[src/rtl/synth_audio_pkg.sv]
// Shared audio-path definitions for the synthesiser output stage.
//   AUDIO_SAMPLE_W : default sample / I2S slot width
//   BCLK_HALF_48K  : Clk cycles per BCLK half-period (50 MHz -> ~48.8 kHz frames)
//   audio_sample_t : signed two's-complement audio sample
//   slot_is_right  : LRCK level for a given slot index
package synth_audio_pkg;

    localparam int unsigned AUDIO_SAMPLE_W = 16;
    localparam int unsigned BCLK_HALF_48K  = 16;

    typedef logic signed [AUDIO_SAMPLE_W-1:0] audio_sample_t;

    // Upper half of the frame belongs to the right channel.
    function automatic logic slot_is_right(input int unsigned slot, input int unsigned slot_w);
        return slot >= slot_w;
    endfunction

endpackage

[src/rtl/i2s_bclk_gen.sv]
// I2S bit-clock generator.
// Divides clk_i down to the bit clock: div_cnt counts 0..BCLK_HALF-1 and BCLK
// toggles at the terminal count. While rst_i is high or en_i is low the divider
// and BCLK are held at zero.
// Ports:
//   clk_i  : system clock
//   rst_i  : synchronous, active-high reset
//   en_i   : 0 holds the divider in its reset state
//   bclk_o : bit clock (registered)
//   fall_o : one-cycle strobe, high in the Clk cycle whose edge drives BCLK 1->0
module i2s_bclk_gen #(
    parameter int unsigned BCLK_HALF = 16
) (
    input  logic clk_i,
    input  logic rst_i,
    input  logic en_i,
    output logic bclk_o,
    output logic fall_o
);

    localparam int unsigned CntW = (BCLK_HALF > 1) ? $clog2(BCLK_HALF) : 1;

    logic [CntW-1:0] div_cnt_q, div_cnt_d;
    logic            bclk_q, bclk_d;
    logic            term;

    assign term = (div_cnt_q == CntW'(BCLK_HALF - 1));

    always_comb begin
        div_cnt_d = div_cnt_q + 1'b1;
        bclk_d    = bclk_q;
        if (term) begin
            div_cnt_d = '0;
            bclk_d    = ~bclk_q;
        end
    end

    always_ff @(posedge clk_i) begin
        if (rst_i || !en_i) begin
            div_cnt_q <= '0;
            bclk_q    <= 1'b0;
        end else begin
            div_cnt_q <= div_cnt_d;
            bclk_q    <= bclk_d;
        end
    end

    assign bclk_o = bclk_q;
    // Gated so no strobe escapes on the edge that resets the divider.
    assign fall_o = en_i && !rst_i && term && bclk_q;

endmodule

[src/rtl/i2s_dac_tx.sv]
// Mono-to-stereo I2S (Philips) master transmitter for the codec DAC.
// Accepts signed samples over valid/ready into a one-entry holding register and
// sends each one on both channels, MSB first, with the standard one-bit delay
// after LRCK changes. If no new sample is waiting at frame start the previous
// sample is repeated and underrun pulses.
// Ports:
//   Clk, Reset    : system clock, synchronous active-high reset
//   Enable        : 0 holds the serial side in reset; the handshake keeps running
//   sample_in     : signed sample, qualified by sample_valid
//   sample_ready  : holding register empty
//   frame_tick    : 1-cycle pulse when a frame is loaded (start of slot 1)
//   underrun      : 1-cycle pulse with frame_tick when nothing new was waiting
//   AUD_BCLK      : bit clock
//   AUD_DACLRCK   : 0 left, 1 right
//   AUD_DACDAT    : serial data, changes with BCLK falling
module i2s_dac_tx
    import synth_audio_pkg::*;
#(
    parameter int unsigned SAMPLE_W  = AUDIO_SAMPLE_W,
    parameter int unsigned BCLK_HALF = BCLK_HALF_48K
) (
    input  logic                Clk,
    input  logic                Reset,
    input  logic                Enable,
    input  logic [SAMPLE_W-1:0] sample_in,
    input  logic                sample_valid,
    output logic                sample_ready,
    output logic                frame_tick,
    output logic                underrun,
    output logic                AUD_BCLK,
    output logic                AUD_DACLRCK,
    output logic                AUD_DACDAT
);

    localparam int unsigned Slots = 2 * SAMPLE_W;
    localparam int unsigned SlotW = $clog2(Slots);

    logic                fall;

    logic [SlotW-1:0]    slot_q, slot_d, slot_nxt;
    logic                lrck_q, lrck_d;
    logic                dat_q, dat_d;
    logic [Slots-1:0]    shift_q, shift_d;
    logic [SAMPLE_W-1:0] last_q, last_d;
    logic [SAMPLE_W-1:0] hold_q, hold_d;
    logic                hold_full_q, hold_full_d;
    logic                tick_q, tick_d;
    logic                under_q, under_d;

    logic                accept;
    logic                load;
    logic [SAMPLE_W-1:0] load_sample;

    i2s_bclk_gen #(
        .BCLK_HALF (BCLK_HALF)
    ) u_bclk_gen (
        .clk_i  (Clk),
        .rst_i  (Reset),
        .en_i   (Enable),
        .bclk_o (AUD_BCLK),
        .fall_o (fall)
    );

    assign sample_ready = ~hold_full_q;
    assign accept       = sample_valid && !hold_full_q;
    // The fall entering slot 1 starts a new word (one-bit I2S delay).
    assign load         = fall && (slot_q == '0);
    assign load_sample  = hold_full_q ? hold_q : last_q;
    assign slot_nxt     = (slot_q == SlotW'(Slots - 1)) ? '0 : slot_q + 1'b1;

    always_comb begin
        slot_d  = slot_q;
        lrck_d  = lrck_q;
        dat_d   = dat_q;
        shift_d = shift_q;
        last_d  = last_q;
        tick_d  = 1'b0;
        under_d = 1'b0;
        if (fall) begin
            slot_d = slot_nxt;
            lrck_d = slot_is_right(32'(slot_nxt), SAMPLE_W);
            if (load) begin
                shift_d = {load_sample, load_sample};
                last_d  = load_sample;
                tick_d  = 1'b1;
                under_d = !hold_full_q;
            end else begin
                shift_d = {shift_q[Slots-2:0], 1'b0};
            end
            dat_d = shift_d[Slots-1];
        end
    end

    // An accept can only happen while empty, so it never collides with the
    // load draining a full register; a same-cycle accept survives the load.
    always_comb begin
        hold_d      = hold_q;
        hold_full_d = hold_full_q;
        if (accept) begin
            hold_d      = sample_in;
            hold_full_d = 1'b1;
        end else if (load && hold_full_q) begin
            hold_full_d = 1'b0;
        end
    end

    always_ff @(posedge Clk) begin
        if (Reset || !Enable) begin
            slot_q  <= SlotW'(Slots - 1);
            lrck_q  <= 1'b1;
            dat_q   <= 1'b0;
            shift_q <= '0;
            last_q  <= '0;
            tick_q  <= 1'b0;
            under_q <= 1'b0;
        end else begin
            slot_q  <= slot_d;
            lrck_q  <= lrck_d;
            dat_q   <= dat_d;
            shift_q <= shift_d;
            last_q  <= last_d;
            tick_q  <= tick_d;
            under_q <= under_d;
        end
    end

    // Holding register survives Enable=0; only Reset empties it.
    always_ff @(posedge Clk) begin
        if (Reset) begin
            hold_q      <= '0;
            hold_full_q <= 1'b0;
        end else begin
            hold_q      <= hold_d;
            hold_full_q <= hold_full_d;
        end
    end

    assign AUD_DACLRCK = lrck_q;
    assign AUD_DACDAT  = dat_q;
    assign frame_tick  = tick_q;
    assign underrun    = under_q;

endmodule

[config.mk]
export PLATFORM = sky130hd
export DESIGN_NAME = i2s_dac_tx
export DESIGN_NICKNAME = d
export VERILOG_FILES = /design/src/rtl/synth_audio_pkg.sv /design/src/rtl/i2s_bclk_gen.sv /design/src/rtl/i2s_dac_tx.sv
export SDC_FILE = /design/constraint.sdc
export NUM_CORES = 1
export LEC_CHECK = 0
export CORE_ASPECT_RATIO = 1.5
export CORE_MARGIN = 5
export CORE_UTILIZATION = 49
export DETAILED_ROUTE_END_ITERATION = 12
export MAX_ROUTING_LAYER = met4
export PLACE_DENSITY = 0.7
export REMOVE_ABC_BUFFERS = 1
export SLEW_MARGIN = 20
export SYNTH_ARGS = -nofsm -noshare
export SYNTH_HDL_FRONTEND = slang
export SYNTH_SLANG_ARGS = --single-unit
[constraint.sdc]
create_clock -name Clk -period 1.6 [get_ports Clk]
set_input_delay 0.4 -clock Clk [delete_from_list [all_inputs] [get_ports Clk]]
set_output_delay 0.4 -clock Clk [all_outputs]
set_load 0.05 [all_outputs]
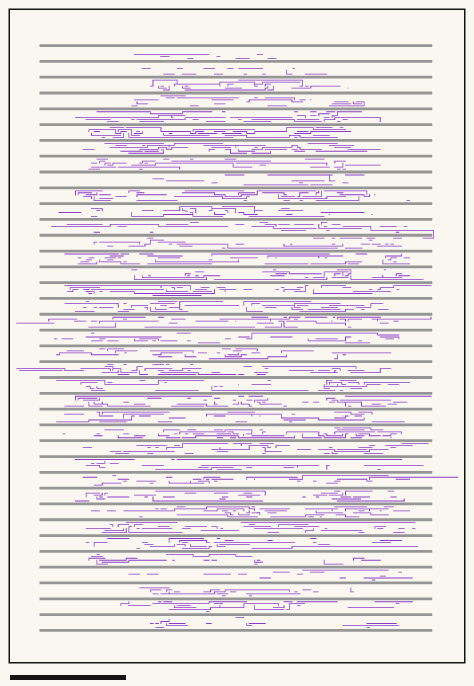
run_1/m1.png
The bar under the picture is 20 um long. Supply wires on this layer in grey.
The longest straight run is 38.6 um. The layer holds 43% of the routed length. 408 nets have wire on it. The layer carries 3,620 um of wire. The wires run mostly horizontal.

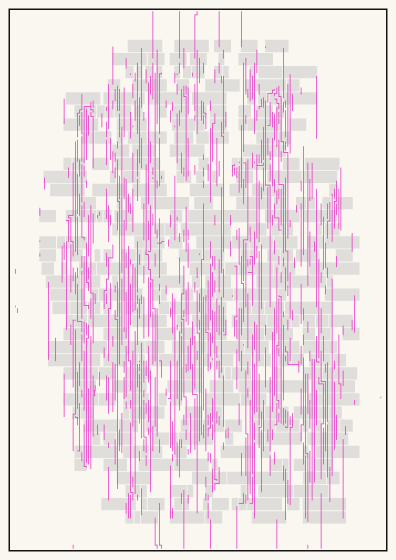
run_1/m2.png
The wires run mostly vertical. The layer holds 52% of the routed length. The layer carries 4,320 um of wire. 365 nets have wire on it. The longest straight run is 40.8 um.

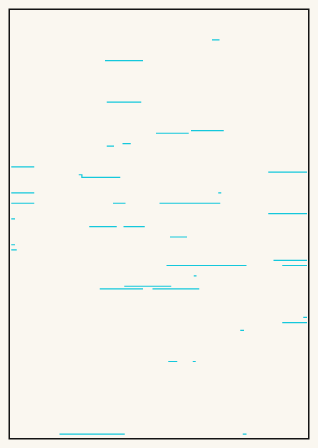
run_1/m3.png
The layer holds 2.7% of the routed length. The longest straight run is 20.7 um. The layer carries 224 um of wire. The wires run mostly horizontal. 24 nets have wire on it.

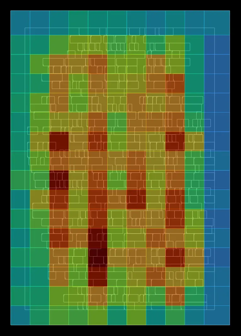
run_1/congestion_map.png
grt met1 use: 0.227
M2 GR Usage: 0.307
routed len/inst: 16.9 um
GR Util met3: 0.0297

## run 1: layout make-up
cell class / instances / area, sq um / area share
sequential: 77 / 1550 / 0.362
multi-input combinational: 253 / 1750 / 0.409
tap: 78 / 97.6 / 0.0228
timing repair buffer: 65 / 672 / 0.157
inverter: 6 / 22.5 / 0.00526
clock buffer: 16 / 190 / 0.0444
## run 1: timing repair
action                     CTS  global route
gates cloned                 0             3
buffers inserted             0             4
hold buffers                 0             0
hold endpoints to repair     0             0
resized                      1            20
setup endpoints to repair   12            53
pin swaps                    0             6
## run 1: worst max path at each step
stage               from         end  cells past startpoint
2_1_floorplan  slot_q[4]  AUD_DACDAT                      3
3_3_place_gp       Reset   slot_q[3]                      5
3_5_place_dp       Reset   last_q[7]                      5
4_1_cts        slot_q[1]  last_q[11]                      6
5_1_grt        slot_q[1]   last_q[1]                      6
6_report       slot_q[1]   last_q[7]                      6
## run 1: critical path, delay by kind of cell (launching register included)
family,cells,cell delay [ns]
simple gates,2,0.66
flops,1,0.33
buf+inv,2,0.25
mux,1,0.19
fa+ha+maj,1,0.13
## run 1: flip-flops by register name (all words and copies together) (netlist names)
| register | count |
|---|---|
| u_bclk_gen.bclk_o | 1 |
| shift_q | 31 |
| frame_tick | 1 |
| AUD_DACDAT | 1 |
| last_q | 16 |
| u_bclk_gen.div_cnt_q | 4 |
| hold_q | 16 |
| underrun | 1 |
| hold_full_q | 1 |
| slot_q | 5 |
## run 1: logic make-up after synthesis
group	Yosys count
buffers and inverters	39
adders and majority gates	4
muxes	53
and+or+nand+nor	90
xor gates and xnor gates	1
AOI/OAI and AO/OA	105
DFF	77
## run 1: routing by layer
layer,vias to the layer above,wire length (um)
met1,1358,3620
met3,13,224
li1,1414,-
met4,0,210
met5,-,0
met2,52,4320
==> results.sh, run 1 <==
# physical design summary
export IMPL_dp_cells=472
export IMPL_grt_max_degree=42
export IMPL_yosysWarnings=0
export IMPL_rows=37
export IMPL_clockRootBuffer="clkbuf_8"
export IMPL_ys_seq_frac=0.452
export IMPL_setup_viol=6
export IMPL_p_int_mw=2.79
export IMPL_cp_max_fo=18
export IMPL_synth_cell_types=35
export IMPL_r2r_slack_ns=-0.03
export IMPL_cts_made_buffers=9
export IMPL_hold_path_class="reg -> reg"
export IMPL_reg2reg_depth=6
export IMPL_synth_edff_count=0
export IMPL_clkTransAtPathRegs_ns=0.07
export IMPL_status="complete, but fails checks"
export IMPL_ys_flop_type="dfxtp_1"
export IMPL_busiest_layer="met2"
export IMPL_p_comb_uw=222
export IMPL_warning_count=28
export IMPL_top_area_frac=0.452
export IMPL_violations="setup timing"
export IMPL_synth_xor_xnor_area_share=0.00257
export IMPL_period_needed_ns=1.63
export IMPL_min_to="hold_q[0]"
export IMPL_syn_area_per_cell_sq_um=9.25
export IMPL_drive_gt1_frac=0.221
export IMPL_fin_nets=436
export IMPL_simple_gate_area_frac=0.132
export IMPL_yosysTopAreaCell="dfxtp_1"
export IMPL_ys_sh_adder=0.0147
export IMPL_worst_slack_ns=-0.0344
export IMPL_yosys_stat_cells=369
export IMPL_leakagePower_nw=1.46
export IMPL_setup_tns_ns=-0.120
==> run 2: changes to the inputs <==
--- a/config.mk
+++ b/config.mk
@@ -6,7 +6,6 @@
 export NUM_CORES = 1
 export LEC_CHECK = 0
 export CORE_ASPECT_RATIO = 1.5
-export CORE_MARGIN = 5
 export CORE_UTILIZATION = 49
 export DETAILED_ROUTE_END_ITERATION = 12
 export MAX_ROUTING_LAYER = met4
==> run 2 against run 1 <==
Against the previous run: the flow still finishes with violations (setup timing); fmax decreased by 3.2%; via count increased by 5.3%; cell count increased by 0.40%; die size decreased by 17%; sequential share of layout area decreased by 2.0 points; worst setup slack got worse by 0.053 ns; cell area increased by 5.9%; global-route usage increased by 6.3 points; area after synthesis unchanged; flip-flop count unchanged; total power decreased by 1.0%.
==> results.sh, run 2 <==
# physical design summary
export IMPL_status="complete, but fails checks"
export IMPL_violations="setup timing"
export IMPL_largest_reg_flops=31
export IMPL_place_congestion=0.802
export IMPL_synth_cell_types=35
export IMPL_ys_flop_type="dfxtp_1"
export IMPL_syn_area_per_cell_sq_um=9.25
export IMPL_ys_seq_frac=0.452
export IMPL_yosysTopAreaCell="dfxtp_1"
export IMPL_yosys_stat_cells=369
export IMPL_grt_pass1_vias=2881
export IMPL_worst_slack_ns=-0.0876
export IMPL_hold_path_class="reg -> reg"
export IMPL_cts_tree="built"
export IMPL_setup_tns_ns=-0.878
export IMPL_worstSetupEndpointType="flop"
export IMPL_cts_made_buffers=9
export IMPL_dieArea_sq_um=7310
export IMPL_synth_edff_count=0
export IMPL_ys_sh_adder=0.0147
export IMPL_crit_start="slot_q[1]"
export IMPL_p_int_mw=2.70
export IMPL_rsz0062_at_grt="true"
export IMPL_warning_count=28
export IMPL_grt_max_degree=34
export IMPL_regMostFlops="shift_q"
export IMPL_pwr_share_seq=0.552
export IMPL_dp_cells=468
export IMPL_fin_nets=440
export IMPL_die_h_um=104
export IMPL_drive_gt1_frac=0.261
export IMPL_ys_flops=77
export IMPL_cp_max_fo=4
export IMPL_yosysWarnings=0
export IMPL_simple_gate_area_frac=0.132
export IMPL_synth_xor_xnor_area_share=0.00257
export IMPL_leakagePower_nw=1.54
export IMPL_top_area_frac=0.452
export IMPL_die_w_um=70.1
export IMPL_syn_area_sq_um=3410
export IMPL_critical_path_top_delay_family="simple AND/OR/NAND/NOR gates"
export IMPL_setup_viol=16
export IMPL_largest_registers="shift_q: 31 flops, hold_q: 16 flops, last_q: 16 flops"
export IMPL_path_buffers=3
export IMPL_core_sq_um=6620
export IMPL_worstPathCellList="inv_2 -> ha_4 -> or4b_4 -> nor3_4 -> buf_6 -> clkbuf_16 -> o21ai_1"
export IMPL_cts_htree_levels=3
export IMPL_clkTransAtPathRegs_ns=0.08
-- run 2: cell types whose count changed in the layout (fill, tap and decap cells not counted), moves of 3 or more --
cell       before  now
buf_4          33   27
clkbuf_16       1    5
mux2i_1        35   29
o21ai_2         0    5
buf_12          8   11
mux2i_4         0    4
o21ai_0        42    8
clkinv_2        0    3
o21ai_1         1   30
buf_16          0    3
-- run 2: power groups by stage --
stage	combinational (mW)	clock, mW	sequential [mW]
after floorplan	0.0889	0	2.00
after global routing	0.252	1.46	1.96
final	0.232	1.36	1.96
after CTS	0.227	1.38	1.96
after detailed placement	0.226	0	2.00
after global placement	0.223	0	2.00
-- run 2: tightest hold or removal path: stages, from the launching register on --
cell,delay (ns)
dfxtp_1,0.32
nand2_1,0.05
o21ai_1,0.05
-- run 2: layout make-up --
class / count / area (sq um)
well taps: 76 / 95.1
inverters: 6 / 22.5
clock buffers: 12 / 155
repair buffers: 69 / 866
clock inverters: 4 / 22.5
flip-flops and latches: 77 / 1550
multi-input cells: 253 / 1820
fillers: 502 / 2090
-- run 2: worst paths after layout --
kind	depth (start not counted)	slack [ns]	to
worst max-delay path	7	-0.09	last_q[4]
worst min-delay path	2	0.46	last_q[0]
worst max register to register	7	-0.09	last_q[4]
worst min register to register	2	0.46	last_q[0]
-- run 2: what timing repair did --
item | CTS | global route
gates cloned | 3 | 5
setup buffers | 4 | 1
endpoints found under the setup margin | 40 | 54
pin swaps | 0 | 5
gates resized | 16 | 58
-- run 2: routing by layer --
layer | track usage | vias to the layer above | part of all wire
met5 | - | - | 0
met4 | 0.100 | 0 | 0.034
li1 | - | 1427 | -
met2 | 0.422 | 97 | 0.51
met3 | 0.0465 | 20 | 0.041
met1 | 0.304 | 1444 | 0.41
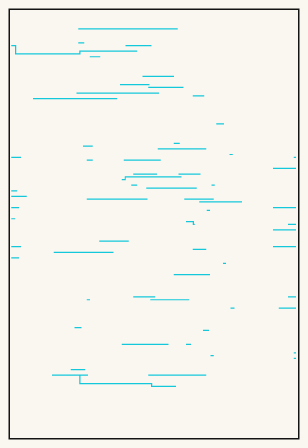
run_2/m3.png
The layer holds 4.2% of the routed length. The longest straight run is 23.9 um.
Vias: 2,988
Detailed Route WL: 9.32 mm
GR Util met3: 0.0465

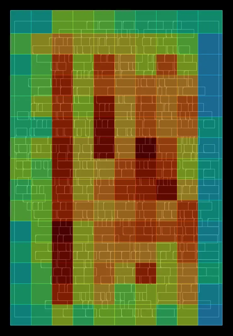
run_2/congestion_map.png
fin util: 0.684
M2 GR Usage: 0.422
gr busiest metal: met2
routed len/inst: 18.7 um

==> run 3: changes to the inputs <==
--- a/config.mk
+++ b/config.mk
@@ -11,7 +11,6 @@
 export MAX_ROUTING_LAYER = met4
 export PLACE_DENSITY = 0.7
 export REMOVE_ABC_BUFFERS = 1
-export SLEW_MARGIN = 20
 export SYNTH_ARGS = -nofsm -noshare
 export SYNTH_HDL_FRONTEND = slang
 export SYNTH_SLANG_ARGS = --single-unit
==> run 3 against run 2 <==
Against the previous run: the flow still finishes with violations (setup timing); cell area unchanged; area after synthesis unchanged; die size unchanged; count of clock-buffer cells in the layout unchanged; worst setup slack unchanged; critical path depth unchanged.
==> results.sh, run 3 <==
# physical design summary
export IMPL_status="complete, but fails checks"
export IMPL_violations="setup timing"
export IMPL_warning_count=28
export IMPL_synth_cell_types=35
export IMPL_cp_max_fo=4
export IMPL_synth_edff_count=0
export IMPL_ys_flop_type="dfxtp_1"
export IMPL_cts_htree_levels=3
export IMPL_top_power_group="sequential cells"
export IMPL_leakagePower_nw=1.54
export IMPL_regMostFlops="shift_q"
export IMPL_worstSetupEndpointType="flop"
export IMPL_pg_seq_mw=1.96
export IMPL_die_h_um=104
export IMPL_top_area_frac=0.452
export IMPL_cts_tree="built"
export IMPL_largest_registers="shift_q: 31 flops, hold_q: 16 flops, last_q: 16 flops"
export IMPL_drt_wl_total_mm=9.32
export IMPL_grt_pass1_vias=2881
export IMPL_setup_viol=16
export IMPL_p_comb_uw=232
export IMPL_yosys_stat_cells=369
export IMPL_rsz0062_at_grt="true"
export IMPL_rows=36
export IMPL_post_route_util=0.684
export IMPL_drive_gt1_frac=0.261
export IMPL_yosysTopAreaCell="dfxtp_1"
export IMPL_antenna_cells=0
export IMPL_largest_reg_flops=31
export IMPL_ys_seq_frac=0.452
export IMPL_period_needed_ns=1.69
export IMPL_fillers=502
export IMPL_p_int_mw=2.70
export IMPL_syn_area_sq_um=3410
export IMPL_clockRootBuffer="clkbuf_8"
export IMPL_setup_tns_ns=-0.878
export IMPL_clkTransAtPathRegs_ns=0.08
export IMPL_fin_nets=440
export IMPL_worst_slack_ns=-0.0876
export IMPL_ys_flops=77
export IMPL_num_vias=2988
export IMPL_clock_power_mw=1.36
export IMPL_place_congestion=0.802
export IMPL_routedWlPerCell_um=18.7
export IMPL_grt_max_degree=34
## run 3: cell type report
cell class                 instances  area (sq um)  area share
multi-input combinational        253          1820       0.403
timing repair buffer              69           866       0.191
clock inverter                     4          22.5     0.00497
inverter                           6          22.5     0.00497
clock buffer                      12           155      0.0342
sequential                        77          1550       0.341
tap                               76          95.1      0.0210
## run 3: worst paths after layout
kind / startpoint / end / slack [ns] / cells past startpoint
worst min register to register: last_q[0] / last_q[0] / 0.46 / 2
worst min-delay path: last_q[0] / last_q[0] / 0.46 / 2
worst max-delay path: slot_q[1] / last_q[4] / -0.09 / 7
worst max register to register: slot_q[1] / last_q[4] / -0.09 / 7
## run 3: what timing repair did
action,4_1_cts,5_1_grt
endpoints found under the hold margin,0,0
setup buffers,4,1
resized,16,58
endpoints found under the setup margin,40,54
cloned,3,5
pin swaps,0,5
hold buffers,0,0
## run 3: worst max-delay path, cell delays in order, from the launching register on
cell and delay, ns:
dfxtp_2 0.33, inv_2 0.07, ha_4 0.14, or4b_4 0.49, nor3_4 0.20, buf_6 0.16, clkbuf_16 0.14, o21ai_1 0.05
## run 3: cell families (layout without fill, tap and decap cells)
| kind of cell | Yosys count | after routing | share of synthesized area |
|---|---|---|---|
| AOI/OAI and AO/OA | 105 | 105 | 0.184 |
| and+or+nand+nor | 90 | 90 | 0.132 |
| DFF | 77 | 77 | 0.452 |
| muxes | 53 | 53 | 0.161 |
| buffers and inverters | 39 | 91 | 0.0543 |
| adders and majority gates | 4 | 4 | 0.0147 |
| xor gates and xnor gates | 1 | 1 | 0.00257 |
## run 3: per-layer routing
metal  share of wire  GRT usage  up-vias
li1                -          -     1427
met1            0.41      0.304     1444
met2            0.51      0.422       97
met3           0.041     0.0465       20
met4           0.034      0.100        0
met5               0          -        -
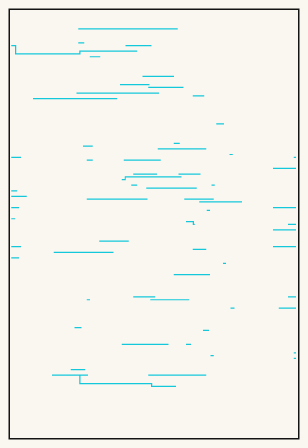
run_3/m3.png
The layer holds 4.2% of the routed length. The wires run mostly horizontal.

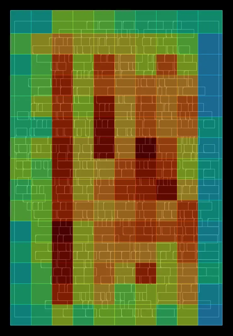
run_3/congestion_map.png
Total GRT Usage: 0.255
grt met1 use: 0.304

Power figures rest on the tool's default switching activity, not on a simulated workload.
